`src/rtl/mux_arb_pkg.sv`:
```
// Shared types and constants for the 2:1 3-bit mux arbiter.
// Provides the data word type, select encodings and output-stage FSM states.
package mux_arb_pkg;

   typedef logic [2:0] word_t;

   localparam logic SEL_X = 1'b0;
   localparam logic SEL_Y = 1'b1;

   typedef enum logic {
      EMPTY = 1'b0,
      FULL  = 1'b1
   } state_t;

endpackage

```
`src/rtl/mux_2x1_3bit.sv`:
```
// 3-bit 2:1 mux datapath shared by the arbiter's two requesters.
// Ports: x/y data words in, sel (0 = x, 1 = y), m selected word out.
module mux_2x1_3bit
   import mux_arb_pkg::*;
(
   input  word_t x,
   input  word_t y,
   input  logic  sel,
   output word_t m
);

   assign m = (sel == SEL_Y) ? y : x;

endmodule

```
`src/rtl/mux_arb_2x1_3bit.sv`:
```
// Two-requester arbiter driving a shared 2:1 mux into a one-entry output stage.
// Ports: clk, rst_n (async low); X/X_valid/X_ready, Y/Y_valid/Y_ready requesters;
// M/M_valid/M_ready consumer; s registered select; busy activity flag.
// Build option: MUX_ARB_RR_EN selects round-robin, otherwise fixed priority.
module mux_arb_2x1_3bit
   import mux_arb_pkg::*;
#(
   parameter bit PRIO_INIT = 1'b0
)
(
   input  logic  clk,
   input  logic  rst_n,
   input  word_t X,
   input  logic  X_valid,
   output logic  X_ready,
   input  word_t Y,
   input  logic  Y_valid,
   output logic  Y_ready,
   output word_t M,
   output logic  M_valid,
   input  logic  M_ready,
   output logic  s,
   output logic  busy
);

   state_t state_q;
   state_t state_d;
   word_t  m_q;
   word_t  mux_out;
   logic   s_q;
   logic   sel_pri;
   logic   win_idx;
   logic   any_req;
   logic   space;
   logic   accept;

`ifdef MUX_ARB_RR_EN
   logic last;

   // Contention goes to whoever did not win the previous accept.
   assign sel_pri = ~last;

   always_ff @(posedge clk or negedge rst_n) begin
      if (!rst_n) begin
         last <= ~PRIO_INIT;
      end else if (accept) begin
         last <= win_idx;
      end
   end
`else
   assign sel_pri = PRIO_INIT;
`endif

   assign any_req = X_valid || Y_valid;

   always_comb begin
      win_idx = SEL_X;
      if (X_valid && Y_valid) begin
         win_idx = sel_pri;
      end else if (Y_valid) begin
         win_idx = SEL_Y;
      end
   end

   assign space = (state_q == EMPTY) || M_ready;

   // rst_n gates the readies so nothing is offered while reset is held.
   assign X_ready = rst_n && space && any_req && (win_idx == SEL_X);
   assign Y_ready = rst_n && space && any_req && (win_idx == SEL_Y);
   assign accept  = X_ready || Y_ready;

   mux_2x1_3bit u_mux (
      .x   (X),
      .y   (Y),
      .sel (win_idx),
      .m   (mux_out)
   );

   always_ff @(posedge clk or negedge rst_n) begin
      if (!rst_n) begin
         state_q <= EMPTY;
      end else begin
         state_q <= state_d;
      end
   end

   always_comb begin
      state_d = state_q;
      unique case (state_q)
         EMPTY: begin
            if (accept) state_d = FULL;
         end
         FULL: begin
            if (!accept && M_ready) state_d = EMPTY;
         end
         default: state_d = EMPTY;
      endcase
   end

   always_ff @(posedge clk or negedge rst_n) begin
      if (!rst_n) begin
         m_q <= '0;
         s_q <= SEL_X;
      end else if (accept) begin
         m_q <= mux_out;
         s_q <= win_idx;
      end
   end

   assign M       = m_q;
   assign s       = s_q;
   assign M_valid = (state_q == FULL);
   assign busy    = M_valid || X_valid || Y_valid;

endmodule

```
`config.mk`:
```
export PLATFORM = sky130hd
export DESIGN_NAME = mux_arb_2x1_3bit
export DESIGN_NICKNAME = d
export VERILOG_FILES = /design/src/rtl/mux_arb_pkg.sv /design/src/rtl/mux_2x1_3bit.sv /design/src/rtl/mux_arb_2x1_3bit.sv
export SDC_FILE = /design/constraint.sdc
export NUM_CORES = 1
export LEC_CHECK = 0
export ABC_AREA = 1
export CAP_MARGIN = 30
export CORE_AREA = 2 2 39 41
export CTS_CLUSTER_SIZE = 14
export DETAILED_ROUTE_END_ITERATION = 7
export DIE_AREA = 0 0 41 43
export GPL_TIMING_DRIVEN = 0
export PLACE_DENSITY_LB_ADDON = 0.15
export SLEW_MARGIN = 10
export SYNTH_ARGS = -nofsm -noshare
export SYNTH_HDL_FRONTEND = slang
export SYNTH_SLANG_ARGS = --single-unit
```
`constraint.sdc`:
```
create_clock -name clk -period 0.8 [get_ports clk]
set_input_delay 0.16 -clock clk [delete_from_list [all_inputs] [get_ports clk]]
set_output_delay 0.16 -clock clk [all_outputs]
set_load 0.01 [all_outputs]
```
==> flow_summary.ini, run 1 <==
; generated from flow reports
[routing]
via_count = 326
drc = 0
drt-met1-wl_um = 290
dr.max_layer_used = met4

[floorplan]
die-area_um2 = 1760
fp.dieW_um = 41

[power]
p_sw_w = 0.000267
clk-power_w = 0.000298
comb_power_share_pct = 33.4
p_int_w = 0.000651
finalPower_w = 0.000918
p_seq_share_pct = 34.2
maxPowerGroup = registers
p_sw_share_pct = 29.0

[yosys]
synth_top_area_share_pct = 46.3
netlist_area_um2 = 270
synth_flop_count = 5
synth.area.top_cells = dfrtp_1, nand2_1, nand3_1, inv_1, nor2_1
synth_top_cell_by_area = dfrtp_1
postSynthSeqShare_pct = 46.3
ys_async_sr_fraction_pct = 100

[worst_setup_path]
cp_top_family = flip-flops
start_kind = flop
critPathMaxFanout = 3
crit_end = Y_ready
r2r_setup_slack_ns = -0.28
path_cells = nand2_2 > nand2_4 > nor2_4 > buf_6

[timing]
slew_viol_final = 0
fin_worst_skew_ns = 0.00427
worst_slack_ns = -0.367
final-hold-violation-count = 5
fin_setup_tns_ns = -2.86
whs_ns = -0.0499
finalSetupViolations = 13
worst_pin_slew_ns = 0.420
slew_headroom_pct = 72.0
period_needed_ns = 1.17

[run]
warnings = 31

[final_layout]
stdcell_area_um2 = 558
sh_seq_area_pct = 22.4
lay_top_count = nand2_1
final-clk-cell-share_pct = 4.71
bufAreaShareNonClock_pct = 37.4
fillers = 160
syn2layout_area_growth_pct = 106
final_nets = 80

[worst_hold_path]
worstHoldPathType = in2async

[run_status]
status = finished, violations left
violations = negative hold slack, negative setup slack

[global_route]
antenna_found_initial = 0
overflow = 0
grt_max_degree = 9
grt_use_met3_pct = 4.71

[clock_tree]
clk_pin_slew_ns = 0.05
htree_levels = 1
cts_max_path_buffers = 2

[placement]
postPlaceCellArea_um2 = 488
**Run 1: placement view**

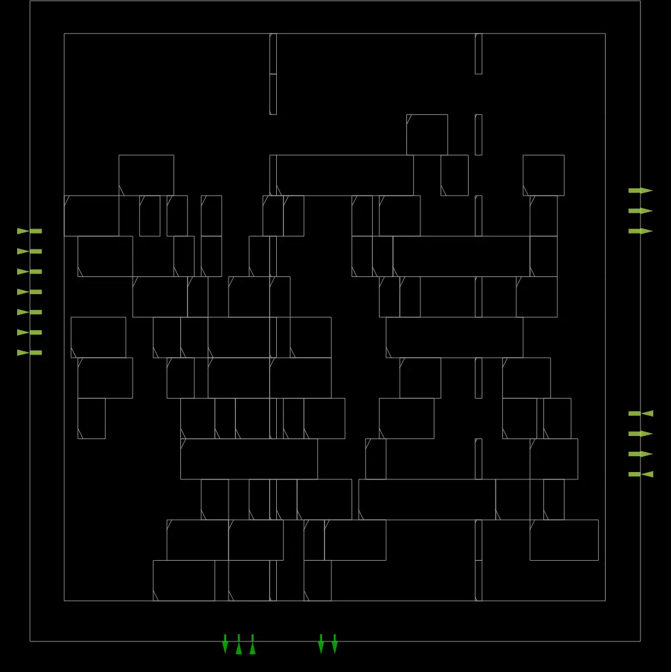
row count: 14
final core utilization: 40.3%

**Run 1: gate families picked out**

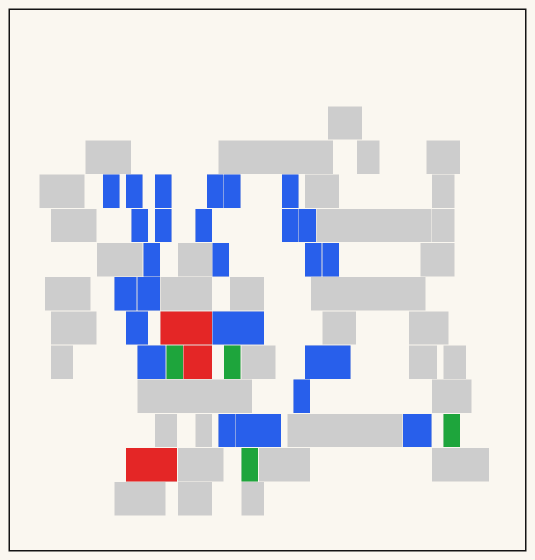
green -> inverters  # cells 4
blue -> NAND gates  # cells 25
red -> NOR gates  # cells 3

**Run 1: cell area per tile**

The bar under the picture is 10 µm long. 8 x 9 tiles, from white (low) to dark blue (high), 0 to 100% covered.
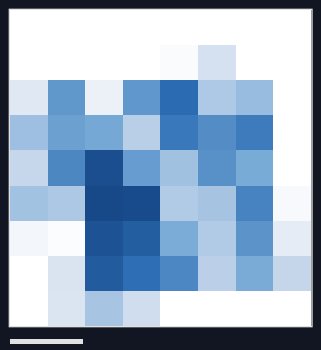
fullest tile = 90%
nearly empty tiles = 33%
mean over tiles = 31%

**Run 1: nets reached from selected ports**

The bar under the picture is 10 µm long.
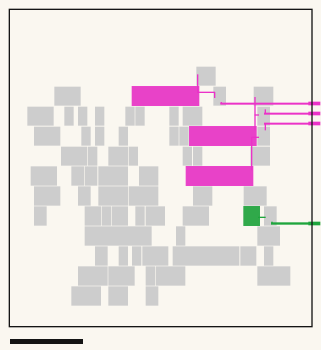
green -> `busy`  # bits 1, direction output, end cells 1, buffers 1, wire 6.00 µm
magenta -> `M`  # bits 3, direction output, end cells 3, buffers 3, wire 40.7 µm
IO Pins: 19
IO buf count: 18

**Run 1: floorplan with the power grid**

The bar under the picture is 10 µm long. Pins as bars on the die edge. Tap cells in gray.
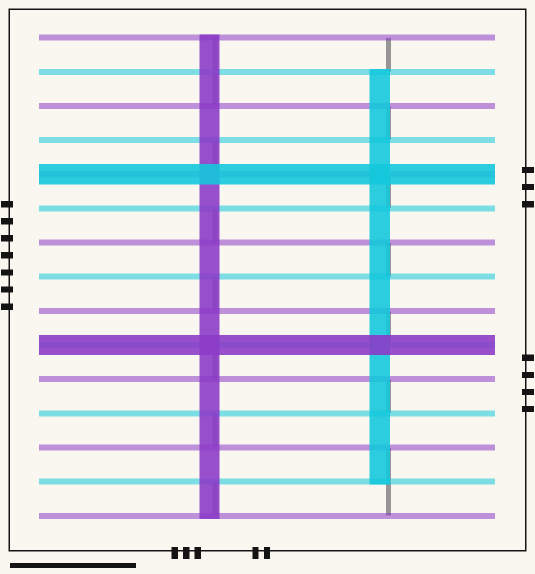

==> run 2: changes to the inputs <==
- CORE_AREA: 2 2 39 41 -> 4 4 41 43
- DIE_AREA: 0 0 41 43 -> 0 0 45 47
**Run 2: floorplan with the power grid**

The bar under the picture is 10 µm long. Pins as bars on the die edge. Tap cells in gray.
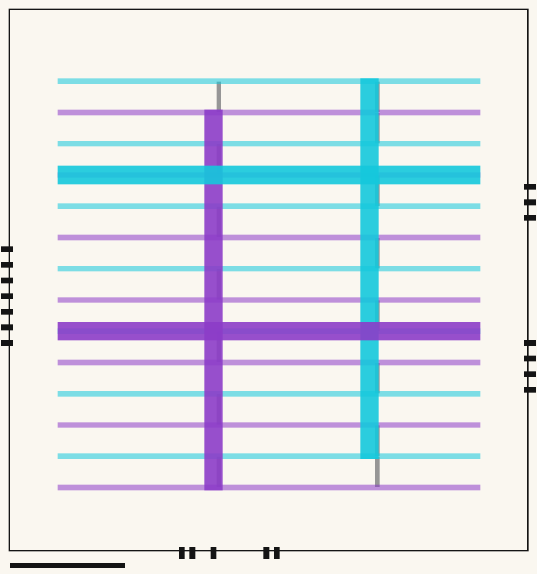
purple -> VSS
cyan -> VDD
tap cells = 15
signal pins = 19
met5 straps = 2
rows = 13

==> run 2 against run 1 <==
- the run still ends with negative hold slack, negative setup slack left
- clock power shrank 4%
- final area grew 3.1%
- setup slack gained 0.0088 ns
- core utilization grew 3.9 points
- via count grew 5.2%
- wire length grew 7.3%
- non-clock buffer count grew 2
- critical path depth shrank 2
- synthesized cell count is the same
- clock skew grew 0.00075 ns
- register-to-register slack gained 0.03 ns
- critical path type unchanged
- largest power group is now combinational logic
- highest routed layer unchanged
==> flow_summary.ini, run 2 <==
; generated from flow reports
[run_status]
status = finished, violations left
violations = negative hold slack, negative setup slack

[timing]
finalSetupViolations = 13
whs_ns = -0.0444
fin_setup_tns_ns = -2.72
slew_headroom_pct = 72.9
final-hold-violation-count = 5
worst_slack_ns = -0.358
period_needed_ns = 1.16
fin_worst_skew_ns = 0.00502
worst_pin_slew_ns = 0.407
slew_viol_final = 0

[yosys]
ys_async_sr_fraction_pct = 100
postSynthSeqShare_pct = 46.3
synth.area.top_cells = dfrtp_1, nand2_1, nand3_1, inv_1, nor2_1
netlist_area_um2 = 270
synth_top_cell_by_area = dfrtp_1

[final_layout]
bufAreaShareNonClock_pct = 38.9
syn2layout_area_growth_pct = 113
stdcell_area_um2 = 576
fillers = 148
lay_top_count = nand2_1

[floorplan]
fp-row-count = 13
fp.dieW_um = 45
boundaryPins = 19

[routing]
drc = 0
dr.max_layer_used = met4
via_count = 343

[power]
finalPower_w = 0.000931
p_seq_share_pct = 34.0
p_sw_w = 0.000265
p_sw_share_pct = 28.5
comb_power_share_pct = 35.3

[global_route]
antenna_found_initial = 0
overflow = 0

[worst_setup_path]
start_kind = flop
critPathMaxFanout = 3
cp_top_family = flip-flops
path_cells = or2_1 > buf_2

[worst_hold_path]
worstHoldPathType = in2async

[clock_tree]
cts_max_path_buffers = 2
clk_pin_slew_ns = 0.05

[placement]
port_buffers = 18
**Run 2: nets reached from selected ports**

The bar under the picture is 10 µm long.
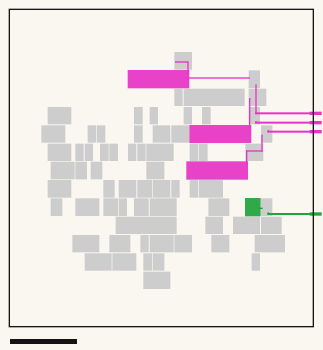
magenta -> `M`  # bits 3, direction output, end cells 3, buffers 3, wire 51.1 µm
green -> `busy`  # bits 1, direction output, end cells 1, buffers 1, wire 6.80 µm

Power figures rest on the tool's default switching activity, not on a simulated workload.
